`src/rtl/jzjpcc_muldiv_scheduler.sv`:
```
// Sequencer for the shared multi-cycle RV32M multiply/divide unit in execute.
// It starts the unit, counts its fixed latency, stalls the front end and flags pending-rd hazards.
module jzjpcc_muldiv_scheduler #(
  parameter int unsigned MUL_LATENCY = 3,
  parameter int unsigned DIV_LATENCY = 32,
  parameter int unsigned CNT_W       = 6
) (
  input  logic       clock,
  input  logic       reset_n,
  input  logic       opValid_execute,
  input  logic       opIsDiv_execute,
  input  logic [4:0] rdAddr_execute,
  input  logic       flush_execute,
  input  logic [4:0] rs1Addr_decode,
  input  logic [4:0] rs2Addr_decode,
  output logic       unitStart,
  output logic       unitIsDiv,
  output logic       stall_execute,
  output logic       resultValid,
  output logic [4:0] resultRdAddr,
  output logic       resultRegWrite,
  output logic       rawHazard_decode
);

  typedef enum logic [1:0] {
    ST_IDLE = 2'd0,
    ST_BUSY = 2'd1,
    ST_DONE = 2'd2
  } state_e;

  localparam logic [CNT_W-1:0] MUL_LOAD = CNT_W'(MUL_LATENCY - 32'd1);
  localparam logic [CNT_W-1:0] DIV_LOAD = CNT_W'(DIV_LATENCY - 32'd1);
  localparam logic [CNT_W-1:0] CNT_ZERO = {CNT_W{1'b0}};
  localparam logic [CNT_W-1:0] CNT_ONE  = {{(CNT_W-1){1'b0}}, 1'b1};

  function automatic logic has_dest(input logic [4:0] rd);
    return (rd != 5'd0);
  endfunction

  function automatic logic reads_rd(input logic [4:0] rs1, input logic [4:0] rs2,
                                    input logic [4:0] rd);
    return has_dest(rd) && ((rs1 == rd) || (rs2 == rd));
  endfunction

  state_e           state_q, state_d;
  logic [CNT_W-1:0] count_q, count_d;
  logic [4:0]       rd_q, rd_d;
  logic             is_div_q, is_div_d;

  logic             start_s;
  logic             stall_s;
  logic             valid_s;
  logic [CNT_W-1:0] load_s;

  // State, latency counter and latched op fields.
  always_ff @(posedge clock or negedge reset_n) begin
    if (!reset_n) begin
      state_q  <= ST_IDLE;
      count_q  <= CNT_ZERO;
      rd_q     <= 5'd0;
      is_div_q <= 1'b0;
    end else begin
      state_q  <= state_d;
      count_q  <= count_d;
      rd_q     <= rd_d;
      is_div_q <= is_div_d;
    end
  end

  // Next-state logic; the counter is loaded only from IDLE and stops at one.
  always_comb begin
    state_d  = state_q;
    count_d  = count_q;
    rd_d     = rd_q;
    is_div_d = is_div_q;
    start_s  = 1'b0;
    stall_s  = 1'b0;
    valid_s  = 1'b0;
    load_s   = opIsDiv_execute ? DIV_LOAD : MUL_LOAD;
    case (state_q)
      ST_IDLE: begin
        if (opValid_execute && !flush_execute) begin
          start_s  = 1'b1;
          stall_s  = 1'b1;
          rd_d     = rdAddr_execute;
          is_div_d = opIsDiv_execute;
          count_d  = load_s;
          state_d  = (load_s == CNT_ZERO) ? ST_DONE : ST_BUSY;
        end else begin
          count_d  = CNT_ZERO;
          state_d  = ST_IDLE;
        end
      end
      ST_BUSY: begin
        if (flush_execute) begin
          state_d = ST_IDLE;
          count_d = CNT_ZERO;
        end else if (count_q <= CNT_ONE) begin
          stall_s = 1'b1;
          state_d = ST_DONE;
          count_d = CNT_ZERO;
        end else begin
          stall_s = 1'b1;
          state_d = ST_BUSY;
          count_d = count_q - CNT_ONE;
        end
      end
      ST_DONE: begin
        valid_s = !flush_execute;
        state_d = ST_IDLE;
        count_d = CNT_ZERO;
      end
      default: begin
        state_d = ST_IDLE;
        count_d = CNT_ZERO;
      end
    endcase
  end

  // Start and stall depend on the live op, so they are also held low while reset is asserted.
  assign unitStart        = start_s & reset_n;
  assign stall_execute    = stall_s & reset_n;
  assign resultValid      = valid_s;
  assign resultRegWrite   = valid_s & has_dest(rd_q);
  assign unitIsDiv        = is_div_q;
  assign resultRdAddr     = rd_q;
  assign rawHazard_decode = (state_q == ST_BUSY) & reads_rd(rs1Addr_decode, rs2Addr_decode, rd_q);

endmodule

```
`config.mk`:
```
export PLATFORM = sky130hd
export DESIGN_NAME = jzjpcc_muldiv_scheduler
export DESIGN_NICKNAME = d
export VERILOG_FILES = /design/src/rtl/jzjpcc_muldiv_scheduler.sv
export SDC_FILE = /design/constraint.sdc
export NUM_CORES = 1
export LEC_CHECK = 0
export ABC_CLOCK_PERIOD_IN_PS = 1300
export CORE_AREA = 2 2 50 47
export CTS_BUF_LIST = sky130_fd_sc_hd__clkbuf_4 sky130_fd_sc_hd__clkbuf_8
export CTS_CLUSTER_SIZE = 8
export DETAILED_ROUTE_END_ITERATION = 8
export DIE_AREA = 0 0 52 49
export PLACE_DENSITY = 0.78
export SETUP_SLACK_MARGIN = 0.1
export SYNTH_ARGS = -nofsm -noshare
export SYNTH_HDL_FRONTEND = slang
export SYNTH_SLANG_ARGS = --single-unit
```
`constraint.sdc`:
```
create_clock -name clock -period 1.3 [get_ports clock]
set_input_delay 0.26 -clock clock [delete_from_list [all_inputs] [get_ports clock]]
set_output_delay 0.26 -clock clock [all_outputs]
set_load 0.1 [all_outputs]
```
metal_stack.png
The bar under the picture is 20 um long.
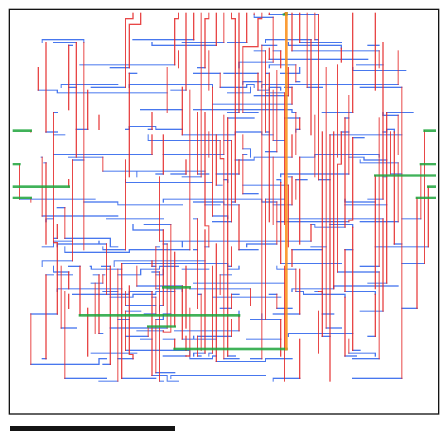
| layer | color | wire length |
|---|---|---|
| met3 | green | 64.3 um |
| met4 | orange | 40.8 um |
| met2 | red | 1500 um |
| met1 | blue | 989 um |

cell_classes.png
The bar under the picture is 20 um long. Fill, decap, tap and diode cells in gray.
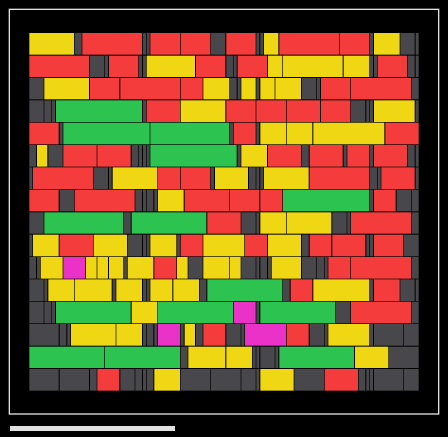
| class | color | cells | share of their area |
|---|---|---|---|
| clock drivers and dummy loads | magenta | 4 | 2.2% |
| all other logic | yellow | 55 | 34% |
| other buffers and delay cells | red | 59 | 42% |
| flops | green | 14 | 22% |

gate_families.png
The bar under the picture is 20 um long.
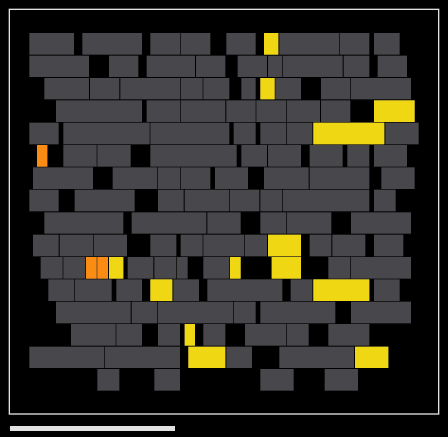
| family | color | cells |
|---|---|---|
| NOR gates | yellow | 13 |
| inverters | orange | 3 |

registers.png
The bar under the picture is 20 um long. Other sequential cells in the stronger gray, the rest of the logic in the fainter gray.
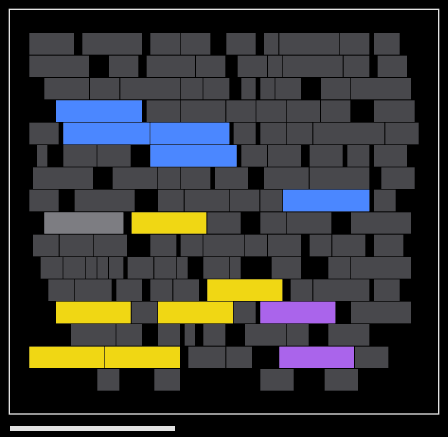
| netlist name | color | sequential cells |
|---|---|---|
| resultRdAddr | blue | 5 |
| state_q | purple | 2 |
| count_q | yellow | 6 |

final_placement.png
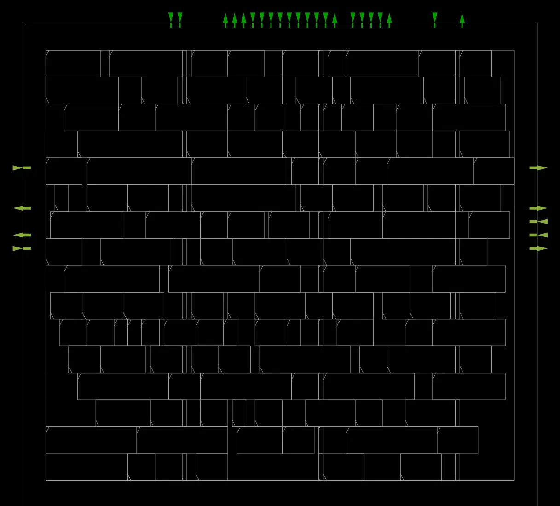
row count: 16
fin cells: 159
post-route core utilization: 81.3%
flip-flops: 14
Fillers: 122

==> impl_metrics.tcl <==
# place-and-route summary
set metrics [dict create \
    max_freq_ghz 0.491 \
    setup_violations 21 \
    yosys_warnings 0 \
    worstSetupStartpoint "resultRdAddr[4]$_DFFE_PN0P_" \
    critical_path.max_stage_delay_ps 510 \
    first_global_vias 809 \
    via_per_inst 4.71 \
    rr_startpoint "state_q[1]$_DFF_PN0_" \
    warnings 30 \
    drive_above_1_share_pct 59.1 \
    rrSetupSlack_ps -280 \
    cp_num_buf_inv 1 \
    slowest_stage "dfrtp_4" \
    clk-power_uw 314 \
    final-hold-violation-count 0 \
    firstDrtPassIters 4 \
    syn_area_um2 778 \
    antenna_found_initial 0 \
    synth_cell_types 23 \
    lay_top_cells "clkdlybuf4s50_1 (18), buf_4 (15), buf_6 (13)" \
    htreeDepth 1 \
    route.vias.total 749 \
    violations "negative setup slack" \
    ys_seq_elements 14 \
    p_seq_uw 650 \
    max_cap_violations 0 \
    layout_min_cycle_time_ps 2040 \
    drv_slew 0 \
    post-route-period-util_pct 157 \
    die_h_um 49 \
    drc_errors 0 \
    clock_latency_ps 280 \
    final_nets 155 \
    setup.worst_path.end_class "output port" \
    drtIter0Drc 8 \
    core_area_um2 2060 \
    path_cells "xor2_1 > nor3_1 > nand3_1 > a211oi_4 > buf_12" \
    cts_max_path_buffers 2 \
    hp-class "input pin to asynchronous set/reset pin" \
    power_frac_clock_pct 11.8 \
    grt_start_max_net_pins 10 \
    io_buffers 30 \
    hpwl_um 1670 \
    leakagePower_uw 0.000740 \
    clkTransAtPathRegs_ps 80 \
    rsz0062_at_grt "true" \
    crit_path_max_fanout 4 \
    p_seq_share_pct 24.4 \
    top_register "count_q" \
    cts_setup_buffers 5 \
    tightestPinTransition_ps 360 \
    cp.arrival_ps 1780 \
    clock-sinks 14 \
    yosys_area_um2 778 \
    r2r-end "resultRdAddr[4]$_DFFE_PN0P_" \
    dp_cells 146 \
    relSlewSlack_pct 75.9 \
    antenna_cells 0 \
    largest_register_ff_count 6 \
    hold_buffers 0 \
    layout_setup_ws_ps -738 \
    p_int_uw 1520 \
    cts_tree "done" \
    power_frac_comb_pct 63.8 \
    finish.instance_area_um2 1680 \
    routed_wl_um 2600 \
    placed_cell_area_um2 1420 \
    p_sw_uw 1140 \
    powerComb_uw 1700 \
    peakVddDrop_mv 1.28 \
    overflow 0 \
    layout_top_cell "clkdlybuf4s50_1" \
    clock_skew_ps 1.35 \
    powerDensity_nw_per_um2 1590 \
    status "finished, violations left" \
    wl_per_cell_um 16.3 \
    fp-utilization_pct 37.7 \
    path_class "register to output port" \
    yosys.stat.seqShare_pct 45.0 \
    crit_path_end "rawHazard_decode" \
    die_w_um 52 \
    ant_nets 0 \
    crit_required_ps 1040 \
    yosys_cells 70 \
]
==> cells in the mapped netlist <==
library cell / instances / share of area, %
xnor2_1: 7 / 7.9
o21a_1: 1 / 0.96
mux2_4: 4 / 7.7
o21ai_0: 6 / 3.9
or4_1: 1 / 0.96
mux2_2: 1 / 1.4
ha_1: 2 / 3.2
nand2_1: 3 / 1.4
a211oi_1: 1 / 0.96
nor2b_1: 1 / 0.80
buf_6: 1 / 1.4
xor2_1: 7 / 7.9
and2_1: 1 / 0.80
nor3_1: 4 / 2.6
nor4b_4: 1 / 3.1
nand2b_1: 2 / 1.6
o21bai_1: 1 / 0.96
nor4_1: 1 / 0.80
dfrtp_1: 14 / 45
nor2_1: 4 / 1.9
nor3b_1: 2 / 1.9
nand3_1: 2 / 1.3
inv_1: 3 / 1.4
==> kinds of logic after synthesis <==
family          count (synthesis)  synth area share (%)
flops                          14                  45.0
xor+xnor                       14                  15.8
buf+inv                         4                  2.89
compound gates                  9                  6.75
mux                             5                  9.16
fa+ha+maj                       2                  3.21
simple gates                   22                  17.2
==> stage by stage <==
stage / power [uW] / setup WS (ps) / hold WS, ps / util (%)
after global placement: 2030 / -597 / 514 / 68.9
after global routing: 2790 / -816 / 425 / 81.3
after detailed placement: 2060 / -611 / 524 / 68.9
after floorplan: 1460 / -983 / -35.6 / -
after CTS: 2510 / -732 / 383 / 75.5
final: 2660 / -738 / 391 / 81.3
==> layout make-up <==
class                      count  area [um2]
fill                         122         387
clock buffer                   4        36.3
sequential                    14         368
timing repair buffer          59         683
multi-input combinational     52         543
inverter                       3        11.3
tap                           27        33.8
==> layer usage <==
metal  vias to the layer above  wire, um  global-route usage (%)
met5                         -         0                       0
met4                         0        40                    7.89
met3                         2        64                    4.91
met2                        17      1500                    39.0
met1                       368       989                    24.1
li1                        362         -                       -
No activity file was given, so power comes from the tool's default toggle rates.
